==> config.mk <==
export PLATFORM = sky130hd
export DESIGN_NAME = mux_scan_ctrl
export DESIGN_NICKNAME = d
export VERILOG_FILES = /design/src/rtl/mux_scan_pkg.sv /design/src/rtl/scan_dwell_timer.sv /design/src/rtl/mux_scan_ctrl.sv
export SDC_FILE = /design/constraint.sdc
export NUM_CORES = 1
export LEC_CHECK = 0
export CAP_MARGIN = 20
export CORE_ASPECT_RATIO = 0.8
export CORE_MARGIN = 5
export CORE_UTILIZATION = 35
export CTS_CLUSTER_SIZE = 25
export DETAILED_ROUTE_END_ITERATION = 6
export PLACE_DENSITY = 0.63
export SLEW_MARGIN = 20
export SYNTH_ARGS = -nofsm -noshare
export SYNTH_HDL_FRONTEND = slang
export SYNTH_SLANG_ARGS = --single-unit
==> constraint.sdc <==
create_clock -name clk -period 3.2 [get_ports clk]
set_input_delay 0.64 -clock clk [delete_from_list [all_inputs] [get_ports clk]]
set_output_delay 0.64 -clock clk [all_outputs]
set_load 0.02 [all_outputs]
==> run_1/met3.png <==
The bar under the picture is 20 µm long. Cells faint in the background.
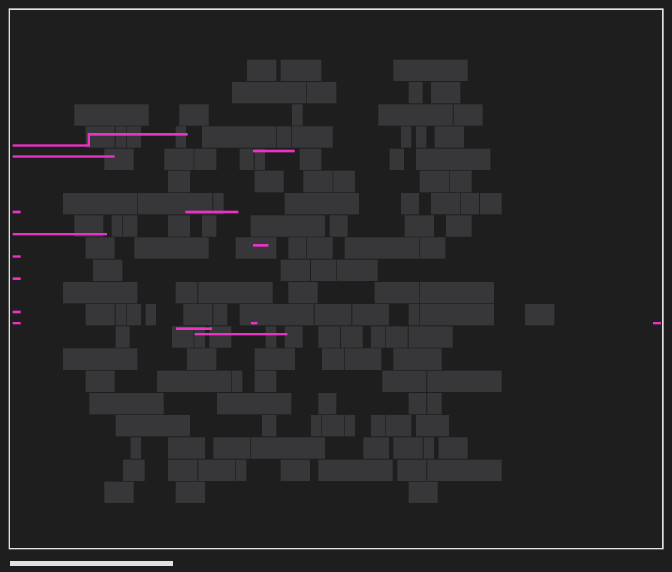
- share of all routed wire: 2.8%
- longest straight run: 12.2 µm
- wire length on this layer: 78.2 µm
drt total wl: 2.751 mm
vias after detailed routing: 964

==> run_1/final_congestion.png <==
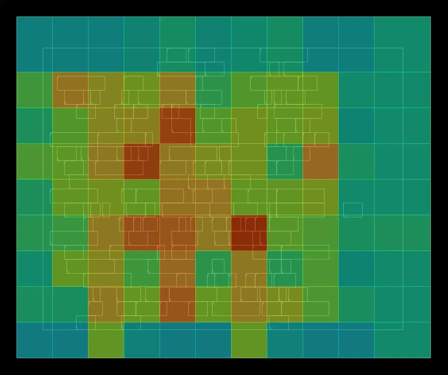
GRT busiest layer: met2
met3 Usage GRT: 0.02316
Global Route met1 Usage: 0.1523
detail-routed net length per standard cell: 14.33 µm
GRT Resource Usage Total: 0.1192

==> run_1/metal_stack.png <==
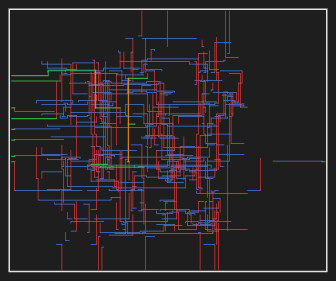
- blue: met1 (wire length 1310 µm)
- red: met2 (wire length 1330 µm)
- orange: met4 (wire length 30.6 µm)
- green: met3 (wire length 78.2 µm)

==> impl_summary.log, run 1 <==
[flow] final metrics
[metrics] critical-path cell list: clkdlybuf4s50_1
[metrics] status: complete, no violations
[metrics] routability cong.: 0.6903
[metrics] total iterations of the first detailed-routing run: 4
[metrics] share of synthesized cell area in and-or and or-and compound cells: 0.08242
[metrics] warning total across the stage logs: 28
[metrics] post-DP HPWL: about 1.9 mm
[metrics] post-route clock period utilization: 0.7164
[metrics] Remaining Overflow, GRT: 0
[metrics] transition at the pin with the smallest max-transition slack: 622.8 ps
[metrics] number of cell rows: 20
[metrics] pre-CTS worst setup slack: 786.7 ps
[metrics] TritonCTS buffer count: 3
[metrics] total power of the final layout: 0.6468 mW
[metrics] Slew Viols, Final: 0
[metrics] largest incremental delay on the critical path: around 700 ps
[metrics] number of placed instances, taps included: approximately 190
[metrics] Max Cap Viol: 0
[metrics] post-route antenna net violation count: 0
[metrics] largest net degree at the start of global routing: 27
[metrics] Top non-seq family: simple AND/OR/NAND/NOR gates
[metrics] largest delay contributor family on the critical path: buffers and inverters
[metrics] post-place instance area: roughly 1600 µm²
[metrics] Area growth syn-to-layout: 18.68%
[metrics] Worst Reg2Reg Path Length in Cells: 5
[metrics] sequential-to-total area share from yosys stat: 0.4762
[metrics] total standard cell area after synthesis: 1366 µm²
[metrics] share of the core filled by cells before placement: 0.3616
[metrics] highest net fanout along the worst path: 16
==> run 1: cell usage after synthesis, types with 3 or more instances <==
| cell type | number | area, µm² |
|---|---|---|
| sky130_fd_sc_hd__nand3b_1 | 3 | 22.52 |
| sky130_fd_sc_hd__nor2_1 | 14 | 52.55 |
| sky130_fd_sc_hd__buf_6 | 3 | 33.78 |
| sky130_fd_sc_hd__mux2_4 | 3 | 45.04 |
| sky130_fd_sc_hd__ha_1 | 5 | 62.56 |
| sky130_fd_sc_hd__nand2_1 | 3 | 11.26 |
| sky130_fd_sc_hd__nor3b_1 | 6 | 45.04 |
| sky130_fd_sc_hd__nor3_1 | 3 | 15.01 |
| sky130_fd_sc_hd__mux2i_1 | 13 | 130.1 |
| sky130_fd_sc_hd__dfrtp_1 | 26 | 650.6 |
| sky130_fd_sc_hd__buf_2 | 5 | 25.02 |
| sky130_fd_sc_hd__a21oi_1 | 10 | 50.05 |
| sky130_fd_sc_hd__a211oi_1 | 4 | 30.03 |
| sky130_fd_sc_hd__nand2b_1 | 6 | 37.54 |
==> run 1: final cells by class <==
class	count	share of cell area
timing repair buffer	21	0.1265
inverter	2	0.004630
multi-input combinational	84	0.3912
tap	55	0.04244
clock buffer	4	0.03395
sequential	26	0.4012
==> run 1: per-layer routing <==
metal,routed length [µm],global-route usage,part of all wire
met1,1311,0.1523,0.48
met3,78,0.02316,0.028
met2,1331,0.2031,0.48
met4,30,0.03797,0.011
met5,0,0,0
==> run 1: where the power goes <==
group          internal [mW]  total [mW]  switching, mW
sequential             0.341       0.354         0.0130
combinational         0.0362      0.0771         0.0408
clock                  0.110       0.216          0.105
total                  0.488       0.647          0.159
==> inputs of run 2 (changes only) <==
==> constraint.sdc (replaced) <==
create_clock -name clk -period 2.15 [get_ports clk]
set_input_delay 0.43 -clock clk [delete_from_list [all_inputs] [get_ports clk]]
set_output_delay 0.43 -clock clk [all_outputs]
set_load 0.02 [all_outputs]
==> impl_summary.log, run 2 <==
[flow] final metrics
[metrics] GRT Resource Usage Total: 0.1143 (-0.004875)
[metrics] total iterations of the first detailed-routing run: 4 (unchanged)
[metrics] Std-Cell Core Area: 3779 µm²
[metrics] sequential-to-total area share from yosys stat: 0.4762 (unchanged)
[metrics] highest net fanout along the worst path: 14 (-2)
[metrics] area share of the largest cell type after synthesis: 0.4762 (unchanged)
[metrics] routability cong.: 0.7332 (+6.2%)
[metrics] transition at the pin with the smallest max-transition slack: 363.0 ps (-259.8 ps)
[metrics] Synth area leaders: sky130_fd_sc_hd__dfrtp_1 48%, sky130_fd_sc_hd__mux2i_1 9.5%, sky130_fd_sc_hd__ha_1 4.6%, sky130_fd_sc_hd__nor2_1 3.8%, sky130_fd_sc_hd__a21oi_1 3.7%
[metrics] status: complete, no violations
[metrics] TritonCTS buffer count: 3 (unchanged)
[metrics] largest net degree at the start of global routing: 27 (unchanged)
[metrics] warning total across the stage logs: 28 (unchanged)
[metrics] share of the core filled by cells before placement: 0.3616 (unchanged)
[metrics] Slew Viols, Final: 0 (unchanged)
[metrics] post-place instance area: 1604 µm² (+2.4%)
[metrics] Remaining Overflow, GRT: 0 (unchanged)
[metrics] number of placed instances, taps included: 193 (+2.7%)
[metrics] total power of the final layout: 0.9651 mW (+49%)
[metrics] Synthesis Warnings: 0
[metrics] post-route clock period utilization: 0.8832
[metrics] Worst Reg2Reg Path Length in Cells: 5 (unchanged)
[metrics] number of cell rows: 20 (unchanged)
[metrics] post-DP HPWL: 1.847 mm (-3.6%)
[metrics] total standard cell area after synthesis: 1366 µm² (unchanged)
[metrics] cell taking the most area after synthesis: sky130_fd_sc_hd__dfrtp_1
[run 2: cell count changes in the layout (fill, tap and decap cells not counted)]
cell                    previous run  this run
sky130_fd_sc_hd__buf_4             2         7
[run 2: routing by layer]
metal | GRT usage | routed length, µm | up-vias
met5 | 0 | 0 | -
met1 | 0.1568 | 1344 | 446
li1 | - | - | 468
met2 | 0.1708 | 1201 | 18
met3 | 0.02725 | 113 | 4
met4 | 0.05063 | 37 | 0
[run 2: cell families after synthesis]
logic type / Yosys count
AND-OR/OR-AND: 17
AND/OR/NAND/NOR: 45
buffers and inverters: 13
flip-flops: 26
multiplexers: 17
adder cells (fa/ha/maj): 5
[run 2: layout make-up]
class / count / area, µm² / share of cell area
well taps: 55 / 68.82 / 0.04148
clock buffers: 4 / 55.05 / 0.03318
inverters: 2 / 7.507 / 0.004525
repair buffers: 26 / 242.7 / 0.1463
multi-input cells: 84 / 634.4 / 0.3824
flip-flops and latches: 26 / 650.6 / 0.3922
[run 2: critical path: stages, from the launching register on]
cell and delay [ps]:
sky130_fd_sc_hd__dfrtp_1 360, sky130_fd_sc_hd__buf_4 200, sky130_fd_sc_hd__clkdlybuf4s50_1 630
[run 2: report_power, final]
part,switching (mW),leakage (nW),internal [mW],total (mW)
Combinational,0.0639,0.376,0.0570,0.121
Clock,0.157,0.0288,0.164,0.321
Sequential,0.0151,0.355,0.508,0.523
Total,0.236,0.760,0.729,0.965
[run 2: through the flow]
step	setup WS, ps	utilization	hold slack [ps]
floorplan	341.7	-	134.4
global placement	289.5	0.4245	475.8
detailed placement	236.7	0.4245	497.1
CTS	245.3	0.4391	518.9
global route	179.7	0.4391	545.4
finish	251.1	0.4391	514.6
==> run_2/met3.png <==
The bar under the picture is 20 µm long. Cells faint in the background.
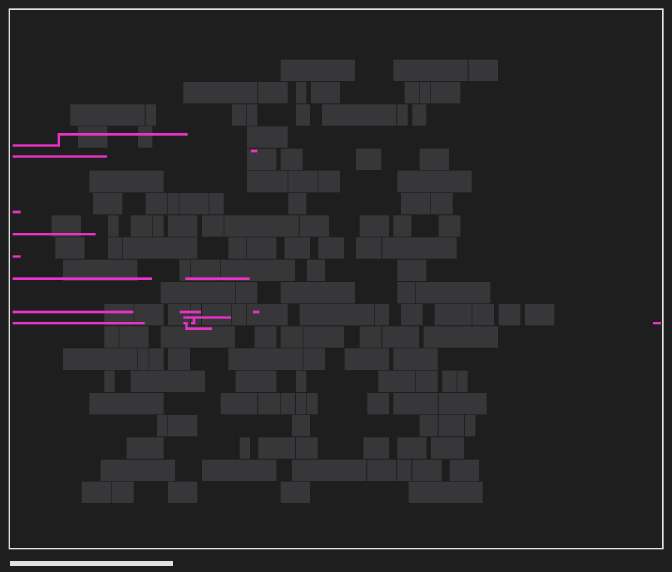
- wire length on this layer: 114 µm
- longest straight run: 16.8 µm
- main direction: horizontal
- nets with wire on the layer: 13
- share of all routed wire: 4.2%
vias after detailed routing: 936
met3 Usage GRT: 0.02725
drt total wl: 2.696 mm

==> run_2/clock_map.png <==
The bar under the picture is 20 µm long.
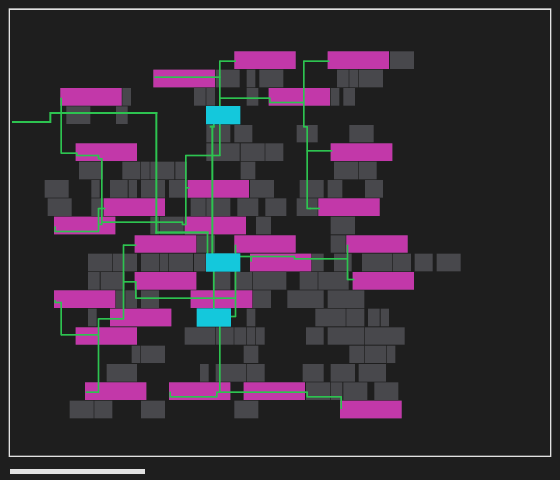
- cyan: cells driving clock nets (count 3)
- magenta: flip-flops (count 26)
- green: clock wires (length 362 µm)
- routed clock nets: 4
Clk pwr share: 0.333
final clock skew: 1.073 ps

==> run_2/final_congestion.png <==
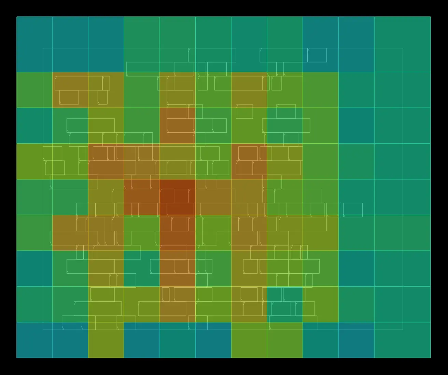
Global Route met1 Usage: 0.1568
global-route track usage on met2: 0.1708
detail-routed net length per standard cell: 13.69 µm

Power is estimated from default activity; no workload was simulated.
